**config.mk**
```make
export PLATFORM = sky130hd
export DESIGN_NAME = vga_timing_flat
export DESIGN_NICKNAME = d
export VERILOG_FILES = /design/src/rtl/vga_timing_if.sv /design/src/rtl/vga_timing.sv /design/src/flat_wrapper.sv
export SDC_FILE = /design/constraint.sdc
export NUM_CORES = 1
export LEC_CHECK = 0
export CAP_MARGIN = 25
export CORE_ASPECT_RATIO = 0.8
export CORE_MARGIN = 2
export CORE_UTILIZATION = 53
export DETAILED_ROUTE_END_ITERATION = 10
export PLACE_DENSITY = 0.83
export SETUP_SLACK_MARGIN = 0.1
export SLEW_MARGIN = 20
export SYNTH_ARGS = -nofsm -noshare
export SYNTH_HDL_FRONTEND = slang
export SYNTH_SLANG_ARGS = --single-unit
```
**constraint.sdc**
```tcl
create_clock -name clk -period 3.9 [get_ports clk]
set_input_delay 0.78 -clock clk [delete_from_list [all_inputs] [get_ports clk]]
set_output_delay 0.78 -clock clk [all_outputs]
set_load 0.03 [all_outputs]
```
**src/rtl/vga_timing_if.sv**
```systemverilog
// ---------------------------------------------------------------------------
// vga_timing_if
//
// Purpose : bundles the raster outputs of vga_timing. The timing generator
//           drives them through the master modport. The pixel-colour logic
//           and the DAC pins read them through the slave modport.
//
// Signals : pix_tick     - high on the last clk of each pixel period
//           pixel_x      - horizontal counter, 0..H_TOTAL-1
//           pixel_y      - vertical counter, 0..V_TOTAL-1
//           pixel_valid  - pixel is inside the visible area
//           line_start   - one-clk pulse when a new line begins (on wrap)
//           frame_start  - one-clk pulse when a new frame begins (on wrap)
//           vga_clk      - pixel clock to the DAC; rises mid-pixel
//           vga_hs       - horizontal sync, active-low
//           vga_vs       - vertical sync, active-low
//           vga_blank_n  - DAC blank, same as pixel_valid
//           vga_sync_n   - DAC sync-on-green, held at 0
//           frame_cnt    - frame counter; exists only when
//                          VGA_TIMING_FRAME_CNT_EN is defined
//
// The bundle has no handshake. Every signal is a free-running registered
// level or pulse that changes only on the rising edge of clk. Consumers
// sample it whenever they need it. There is no valid/ready pairing and no
// back-pressure.
// ---------------------------------------------------------------------------
interface vga_timing_if;
   logic        pix_tick;
   logic [9:0]  pixel_x;
   logic [9:0]  pixel_y;
   logic        pixel_valid;
   logic        line_start;
   logic        frame_start;
   logic        vga_clk;
   logic        vga_hs;
   logic        vga_vs;
   logic        vga_blank_n;
   logic        vga_sync_n;
`ifdef VGA_TIMING_FRAME_CNT_EN
   logic [15:0] frame_cnt;
`endif

   modport master (
`ifdef VGA_TIMING_FRAME_CNT_EN
      output frame_cnt,
`endif
      output pix_tick,
      output pixel_x,
      output pixel_y,
      output pixel_valid,
      output line_start,
      output frame_start,
      output vga_clk,
      output vga_hs,
      output vga_vs,
      output vga_blank_n,
      output vga_sync_n
   );

   modport slave (
`ifdef VGA_TIMING_FRAME_CNT_EN
      input  frame_cnt,
`endif
      input  pix_tick,
      input  pixel_x,
      input  pixel_y,
      input  pixel_valid,
      input  line_start,
      input  frame_start,
      input  vga_clk,
      input  vga_hs,
      input  vga_vs,
      input  vga_blank_n,
      input  vga_sync_n
   );
endinterface

```
**src/rtl/vga_timing.sv**
```systemverilog
// ---------------------------------------------------------------------------
// vga_timing
//
// Purpose : VGA raster timing generator. It divides clk into a pixel strobe,
//           runs the horizontal and vertical counters, and decodes the sync,
//           blank and DAC clock outputs plus the line/frame markers. The
//           default parameters give 640x480@60 from a 50 MHz clk.
//
// Ports   : clk  - system clock
//           rst  - asynchronous, active-high reset
//           vif  - vga_timing_if.master, carrying all raster outputs
//
// Optional: define VGA_TIMING_FRAME_CNT_EN to add the 16-bit frame_cnt
//           output. It increments together with frame_start and wraps
//           0xFFFF -> 0x0000.
//
// Constraints on parameters: CLK_DIV must be even and >= 2. H_TOTAL and
// V_TOTAL must each be <= 1024, because the coordinates are 10 bits wide.
//
// Every output is a flop. Each flop loads a value decoded from the
// *next-state* counters. As a result, sync, blank and the markers line up
// with the pixel_x/pixel_y of the same cycle, with no pipeline skew.
// ---------------------------------------------------------------------------
module vga_timing #(
   parameter int CLK_DIV   = 2,
   parameter int H_VISIBLE = 640,
   parameter int H_FRONT   = 16,
   parameter int H_SYNC    = 96,
   parameter int H_BACK    = 48,
   parameter int V_VISIBLE = 480,
   parameter int V_FRONT   = 10,
   parameter int V_SYNC    = 2,
   parameter int V_BACK    = 33
) (
   input  logic        clk,
   input  logic        rst,
   vga_timing_if.master vif
);

   // ------------------------------------------------------------------
   // Derived constants
   // ------------------------------------------------------------------
   localparam int H_TOTAL = H_VISIBLE + H_FRONT + H_SYNC + H_BACK;
   localparam int V_TOTAL = V_VISIBLE + V_FRONT + V_SYNC + V_BACK;
   localparam int DIV_W   = $clog2(CLK_DIV);

   localparam logic [DIV_W-1:0] DIV_LAST = DIV_W'(CLK_DIV - 1);
   localparam logic [DIV_W-1:0] DIV_HALF = DIV_W'(CLK_DIV / 2);

   localparam logic [9:0] H_LAST = 10'(H_TOTAL - 1);
   localparam logic [9:0] V_LAST = 10'(V_TOTAL - 1);

   // The decode bounds are 11 bits wide. When the back porch is zero, the
   // end of sync can equal a total of exactly 1024, and that value does
   // not fit in the 10-bit counters.
   localparam logic [10:0] H_VIS_END  = 11'(H_VISIBLE);
   localparam logic [10:0] HS_BEGIN   = 11'(H_VISIBLE + H_FRONT);
   localparam logic [10:0] HS_END     = 11'(H_VISIBLE + H_FRONT + H_SYNC);
   localparam logic [10:0] V_VIS_END  = 11'(V_VISIBLE);
   localparam logic [10:0] VS_BEGIN   = 11'(V_VISIBLE + V_FRONT);
   localparam logic [10:0] VS_END     = 11'(V_VISIBLE + V_FRONT + V_SYNC);

   // ------------------------------------------------------------------
   // State registers
   // ------------------------------------------------------------------
   logic [DIV_W-1:0] div_q,   div_d;
   logic [9:0]       hcnt_q,  hcnt_d;
   logic [9:0]       vcnt_q,  vcnt_d;

   // Registered outputs
   logic             pix_tick_q,    pix_tick_d;
   logic             pixel_valid_q, pixel_valid_d;
   logic             line_start_q,  line_start_d;
   logic             frame_start_q, frame_start_d;
   logic             vga_clk_q,     vga_clk_d;
   logic             hs_q,          hs_d;
   logic             vs_q,          vs_d;
`ifdef VGA_TIMING_FRAME_CNT_EN
   logic [15:0]      frame_cnt_q,   frame_cnt_d;
`endif

   // Intermediate strobes for this cycle
   logic             tick_now;   // current clk is the last one of the pixel
   logic             h_wrap;     // this tick ends the line
   logic             v_wrap;     // this tick ends the frame

   // ------------------------------------------------------------------
   // Counter next-state
   // ------------------------------------------------------------------
   always_comb begin
      tick_now = (div_q == DIV_LAST);
      h_wrap   = tick_now && (hcnt_q == H_LAST);
      v_wrap   = h_wrap && (vcnt_q == V_LAST);

      div_d = tick_now ? '0 : div_q + 1'b1;

      hcnt_d = hcnt_q;
      if (tick_now) begin
         hcnt_d = h_wrap ? 10'd0 : hcnt_q + 10'd1;
      end

      // The vertical counter steps only on the horizontal wrap. vga_vs is
      // decoded from vcnt_d, so it switches on whole-line boundaries.
      vcnt_d = vcnt_q;
      if (h_wrap) begin
         vcnt_d = v_wrap ? 10'd0 : vcnt_q + 10'd1;
      end
   end

   // ------------------------------------------------------------------
   // Output decode from the next-state counters
   // ------------------------------------------------------------------
   always_comb begin
      pix_tick_d    = (div_d == DIV_LAST);
      vga_clk_d     = (div_d >= DIV_HALF);
      pixel_valid_d = ({1'b0, hcnt_d} < H_VIS_END) &&
                      ({1'b0, vcnt_d} < V_VIS_END);
      hs_d          = !(({1'b0, hcnt_d} >= HS_BEGIN) &&
                        ({1'b0, hcnt_d} <  HS_END));
      vs_d          = !(({1'b0, vcnt_d} >= VS_BEGIN) &&
                        ({1'b0, vcnt_d} <  VS_END));

      // The markers come from the wrap strobes, not from "counter == 0".
      // This way they cannot fire in the first pixel after reset, and they
      // stay one clk wide for any CLK_DIV.
      line_start_d  = h_wrap;
      frame_start_d = v_wrap;
   end

`ifdef VGA_TIMING_FRAME_CNT_EN
   always_comb begin
      frame_cnt_d = frame_cnt_q;
      if (frame_start_d) begin
         frame_cnt_d = frame_cnt_q + 16'd1;   // wraps 0xFFFF -> 0x0000 naturally
      end
   end
`endif

   // ------------------------------------------------------------------
   // Registers
   // ------------------------------------------------------------------
   always_ff @(posedge clk or posedge rst) begin
      if (rst) begin
         div_q         <= '0;
         hcnt_q        <= 10'd0;
         vcnt_q        <= 10'd0;
         pix_tick_q    <= 1'b0;
         // (0,0) is a visible pixel, so the reset values of blank and
         // sync already match the coordinate.
         pixel_valid_q <= 1'b1;
         line_start_q  <= 1'b0;
         frame_start_q <= 1'b0;
         vga_clk_q     <= 1'b0;
         hs_q          <= 1'b1;
         vs_q          <= 1'b1;
      end else begin
         div_q         <= div_d;
         hcnt_q        <= hcnt_d;
         vcnt_q        <= vcnt_d;
         pix_tick_q    <= pix_tick_d;
         pixel_valid_q <= pixel_valid_d;
         line_start_q  <= line_start_d;
         frame_start_q <= frame_start_d;
         vga_clk_q     <= vga_clk_d;
         hs_q          <= hs_d;
         vs_q          <= vs_d;
      end
   end

`ifdef VGA_TIMING_FRAME_CNT_EN
   always_ff @(posedge clk or posedge rst) begin
      if (rst) begin
         frame_cnt_q <= 16'd0;
      end else begin
         frame_cnt_q <= frame_cnt_d;
      end
   end

   assign vif.frame_cnt = frame_cnt_q;
`endif

   // ------------------------------------------------------------------
   // Output mapping
   // ------------------------------------------------------------------
   assign vif.pix_tick    = pix_tick_q;
   assign vif.pixel_x     = hcnt_q;
   assign vif.pixel_y     = vcnt_q;
   assign vif.pixel_valid = pixel_valid_q;
   assign vif.line_start  = line_start_q;
   assign vif.frame_start = frame_start_q;
   assign vif.vga_clk     = vga_clk_q;
   assign vif.vga_hs      = hs_q;
   assign vif.vga_vs      = vs_q;
   assign vif.vga_blank_n = pixel_valid_q;
   assign vif.vga_sync_n  = 1'b0;   // no sync-on-green

endmodule

```
**src/flat_wrapper.sv**
```systemverilog
// flat-port wrapper written by rule: the top's interface ports become plain ports
module vga_timing_flat 
#(
   parameter int CLK_DIV   = 2,
   parameter int H_VISIBLE = 640,
   parameter int H_FRONT   = 16,
   parameter int H_SYNC    = 96,
   parameter int H_BACK    = 48,
   parameter int V_VISIBLE = 480,
   parameter int V_FRONT   = 10,
   parameter int V_SYNC    = 2,
   parameter int V_BACK    = 33
)
  (clk, rst, vif_pix_tick, vif_pixel_x, vif_pixel_y, vif_pixel_valid, vif_line_start, vif_frame_start, vif_vga_clk, vif_vga_hs, vif_vga_vs, vif_vga_blank_n, vif_vga_sync_n);
  vga_timing_if vif_i ();
  input  logic clk;
  input  logic rst;
  output wire logic [$bits(vif_i.pix_tick)-1:0] vif_pix_tick;
  output wire logic [$bits(vif_i.pixel_x)-1:0] vif_pixel_x;
  output wire logic [$bits(vif_i.pixel_y)-1:0] vif_pixel_y;
  output wire logic [$bits(vif_i.pixel_valid)-1:0] vif_pixel_valid;
  output wire logic [$bits(vif_i.line_start)-1:0] vif_line_start;
  output wire logic [$bits(vif_i.frame_start)-1:0] vif_frame_start;
  output wire logic [$bits(vif_i.vga_clk)-1:0] vif_vga_clk;
  output wire logic [$bits(vif_i.vga_hs)-1:0] vif_vga_hs;
  output wire logic [$bits(vif_i.vga_vs)-1:0] vif_vga_vs;
  output wire logic [$bits(vif_i.vga_blank_n)-1:0] vif_vga_blank_n;
  output wire logic [$bits(vif_i.vga_sync_n)-1:0] vif_vga_sync_n;
  assign vif_pix_tick = vif_i.pix_tick;
  assign vif_pixel_x = vif_i.pixel_x;
  assign vif_pixel_y = vif_i.pixel_y;
  assign vif_pixel_valid = vif_i.pixel_valid;
  assign vif_line_start = vif_i.line_start;
  assign vif_frame_start = vif_i.frame_start;
  assign vif_vga_clk = vif_i.vga_clk;
  assign vif_vga_hs = vif_i.vga_hs;
  assign vif_vga_vs = vif_i.vga_vs;
  assign vif_vga_blank_n = vif_i.vga_blank_n;
  assign vif_vga_sync_n = vif_i.vga_sync_n;
  vga_timing #(.CLK_DIV(CLK_DIV), .H_VISIBLE(H_VISIBLE), .H_FRONT(H_FRONT), .H_SYNC(H_SYNC), .H_BACK(H_BACK), .V_VISIBLE(V_VISIBLE), .V_FRONT(V_FRONT), .V_SYNC(V_SYNC), .V_BACK(V_BACK)) u_core (.clk(clk), .rst(rst), .vif(vif_i));
endmodule
```
==> Flow_metrics.wiki <==
== Run summary ==
{| class="wikitable"
! Metric !! Value
|-
| Result of the run || completed
|-
| Sequential cell count || 26
|-
| Number of levels in the clock H-tree || 1
|-
| Lkg Pwr || 0.756 nW
|-
| Biggest combinational cell group after synthesis || simple AND/OR/NAND/NOR gates
|-
| Highest fanout seen on the critical path || 10
|-
| Remaining Overflow, GRT || 0
|-
| Internal portion of total power || 0.378 mW
|-
| Syn_area_per_cell || 10.1 sq um
|-
| Seq. cell area || ~650 sq um
|-
| Cell chosen for the clock root || sky130_fd_sc_hd__clkbuf_4
|-
| Number of nets in the synthesized netlist || around 140
|-
| Final-layout fill cell count || between 200 and 250
|-
| Final setup violation count || 0
|-
| Worst voltage drop across the vdd grid || 235 uV
|-
| Number of antenna violations at the first check in global routing || 0
|-
| Mux cell area share after synthesis || roughly 2.3%
|-
| Post-Place Worst Slack || 1670 ps
|-
| Buffers and inverters on the worst path || 1
|-
| Seq. pwr || approximately 0.27 mW
|-
| Clock transition at the register clock pins on the worst setup and hold paths after CTS || 140 ps
|-
| Yosys cell count || 139
|-
| Sum of negative setup slack || 0 ps
|-
| Finished layout cell area || 0.00178 sq mm
|-
| Sequential share of power || 57.5%
|-
| Wire length on met1 || 1430 microns
|-
| Seq share, synth || 46.4%
|-
| Reg2reg path depth || 7
|-
| Number of multi-input combinational cells || 99
|-
| AND/OR/NAND/NOR Cells, Area Fraction || 25.3%
|-
| Biggest Area Class || multi-input combinational cells
|-
| Via density per instance || about 6
|-
| Top-area cell type share of the netlist area || 40.9%
|-
| Placer Congestion || 0.930
|-
| Most frequently placed logic cells in the final layout || sky130_fd_sc_hd__clkdlybuf4s50_1 (29), sky130_fd_sc_hd__dfrtp_1 (23), sky130_fd_sc_hd__nand2_1 (15)
|-
| Final HPWL from detailed placement || 2170 microns
|-
| Worst hold path depth || 1
|-
| Multi-input gate share of total cell area || 38.1%
|-
| I/O pin total || 31
|-
| Final period utilization || 61.4%
|-
| Hold violation total from the final report || 0
|-
| Synth area leader || sky130_fd_sc_hd__dfrtp_1
|-
| Post-route ant nets || 0
|-
| DR top layer || met4
|-
| Seq area share || 36.8%
|-
| Number of maximum-capacitance violations || 0
|-
| Post-layout net count || 173
|-
| Number of clock buffers inserted by TritonCTS || 3
|-
| Areal power density over the cells || 264 mW/mm^2
|-
| Utilization of the core after routing || 71.6%
|-
| Busiest grt layer || met2
|-
| Clock Sinks || 26
|-
| Biggest cell delay along the critical path || between 700 and 800 ps
|-
| Tapcells || 36
|-
| Cell with the most instances after synthesis || sky130_fd_sc_hd__dfrtp_1
|-
| Worst clock skew on the final layout || 6.31 ps
|-
| Comb pwr share || 2.3%
|-
| Total setup buffers inserted after CTS || 0
|-
| Clk power || 0.189 mW
|-
| Average detailed-routed wire length per instance || 15.4 microns
|-
| Post-route worst hold slack || 532 ps
|-
| Crit path DAT || 1620 ps
|-
| Power share of the clock group || between 40% and 50%
|-
| Via count of the first global-routing pass || 1143
|-
| Area fraction in xor and xnor cells || under 10%
|-
| Arithmetic-cell share of the synthesized area counting full adders, half adders and majority gates || 2.66%
|-
| Count of plain and timing-repair buffers || 30
|-
| Met1 GRT Util || 33.6%
|-
| Capture point of the worst reg-to-reg path || u_core.vif.pixel_y[2]
|-
| Met3 track utilization from global routing || 5.77%
|-
| DRT Pass-1 Iters || 4
|}
[worst max path at each step]
| stage | cells after the start | to | startpoint |
|---|---|---|---|
| floorplan | 6 | u_core.vif.pixel_valid | u_core.div_q |
| global placement | 7 | u_core.vif.vga_vs | u_core.vif.pixel_x[0] |
| detailed placement | 7 | u_core.vif.vga_vs | u_core.vif.pixel_x[0] |
| CTS | 1 | vif_vga_clk | u_core.div_q |
| global route | 7 | u_core.vif.pixel_y[2] | u_core.vif.pixel_x[0] |
| finish | 1 | vif_vga_clk | u_core.div_q |
[flip-flops by register name (all words and copies together) (netlist names)]
register,count
u_core.vif.vga_hs,1
u_core.div_q,1
u_core.vif.line_start,1
u_core.vif.vga_vs,1
u_core.vif.pixel_valid,1
u_core.vif.pixel_x,10
u_core.vif.frame_start,1
u_core.vif.pixel_y,10
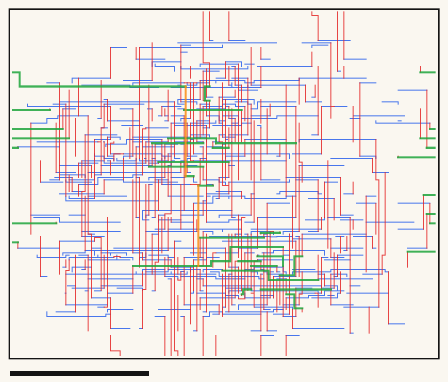
Figure 1: metal layers overlaid.
Bar = 20 microns.
Key: green = metal 3 [wire length 221 microns]; orange = metal 4 [wire length 24.5 microns]; blue = metal 1 [wire length 1430 microns]; red = metal 2 [wire length 1460 microns]

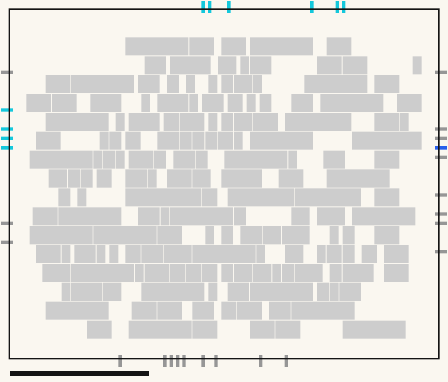
Figure 2: I/O pins on the die edge.
Bar = 20 microns. Pins as bars across the die edge, other pins in grey.
Key: blue = vif_vga_blank_n [pins 1, direction output, edge east]; cyan = vif_pixel_y [pins 10, direction output, edge 6 north, 4 west]

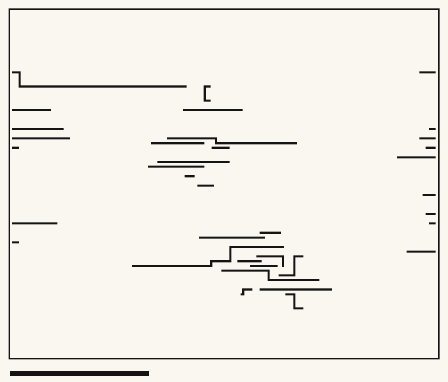
Figure 3: signal wires on met3.
Bar = 20 microns.
The longest straight run is 23.9 microns. The layer holds 7.0% of the routed length.

No activity file was given, so power comes from the tool's default toggle rates.
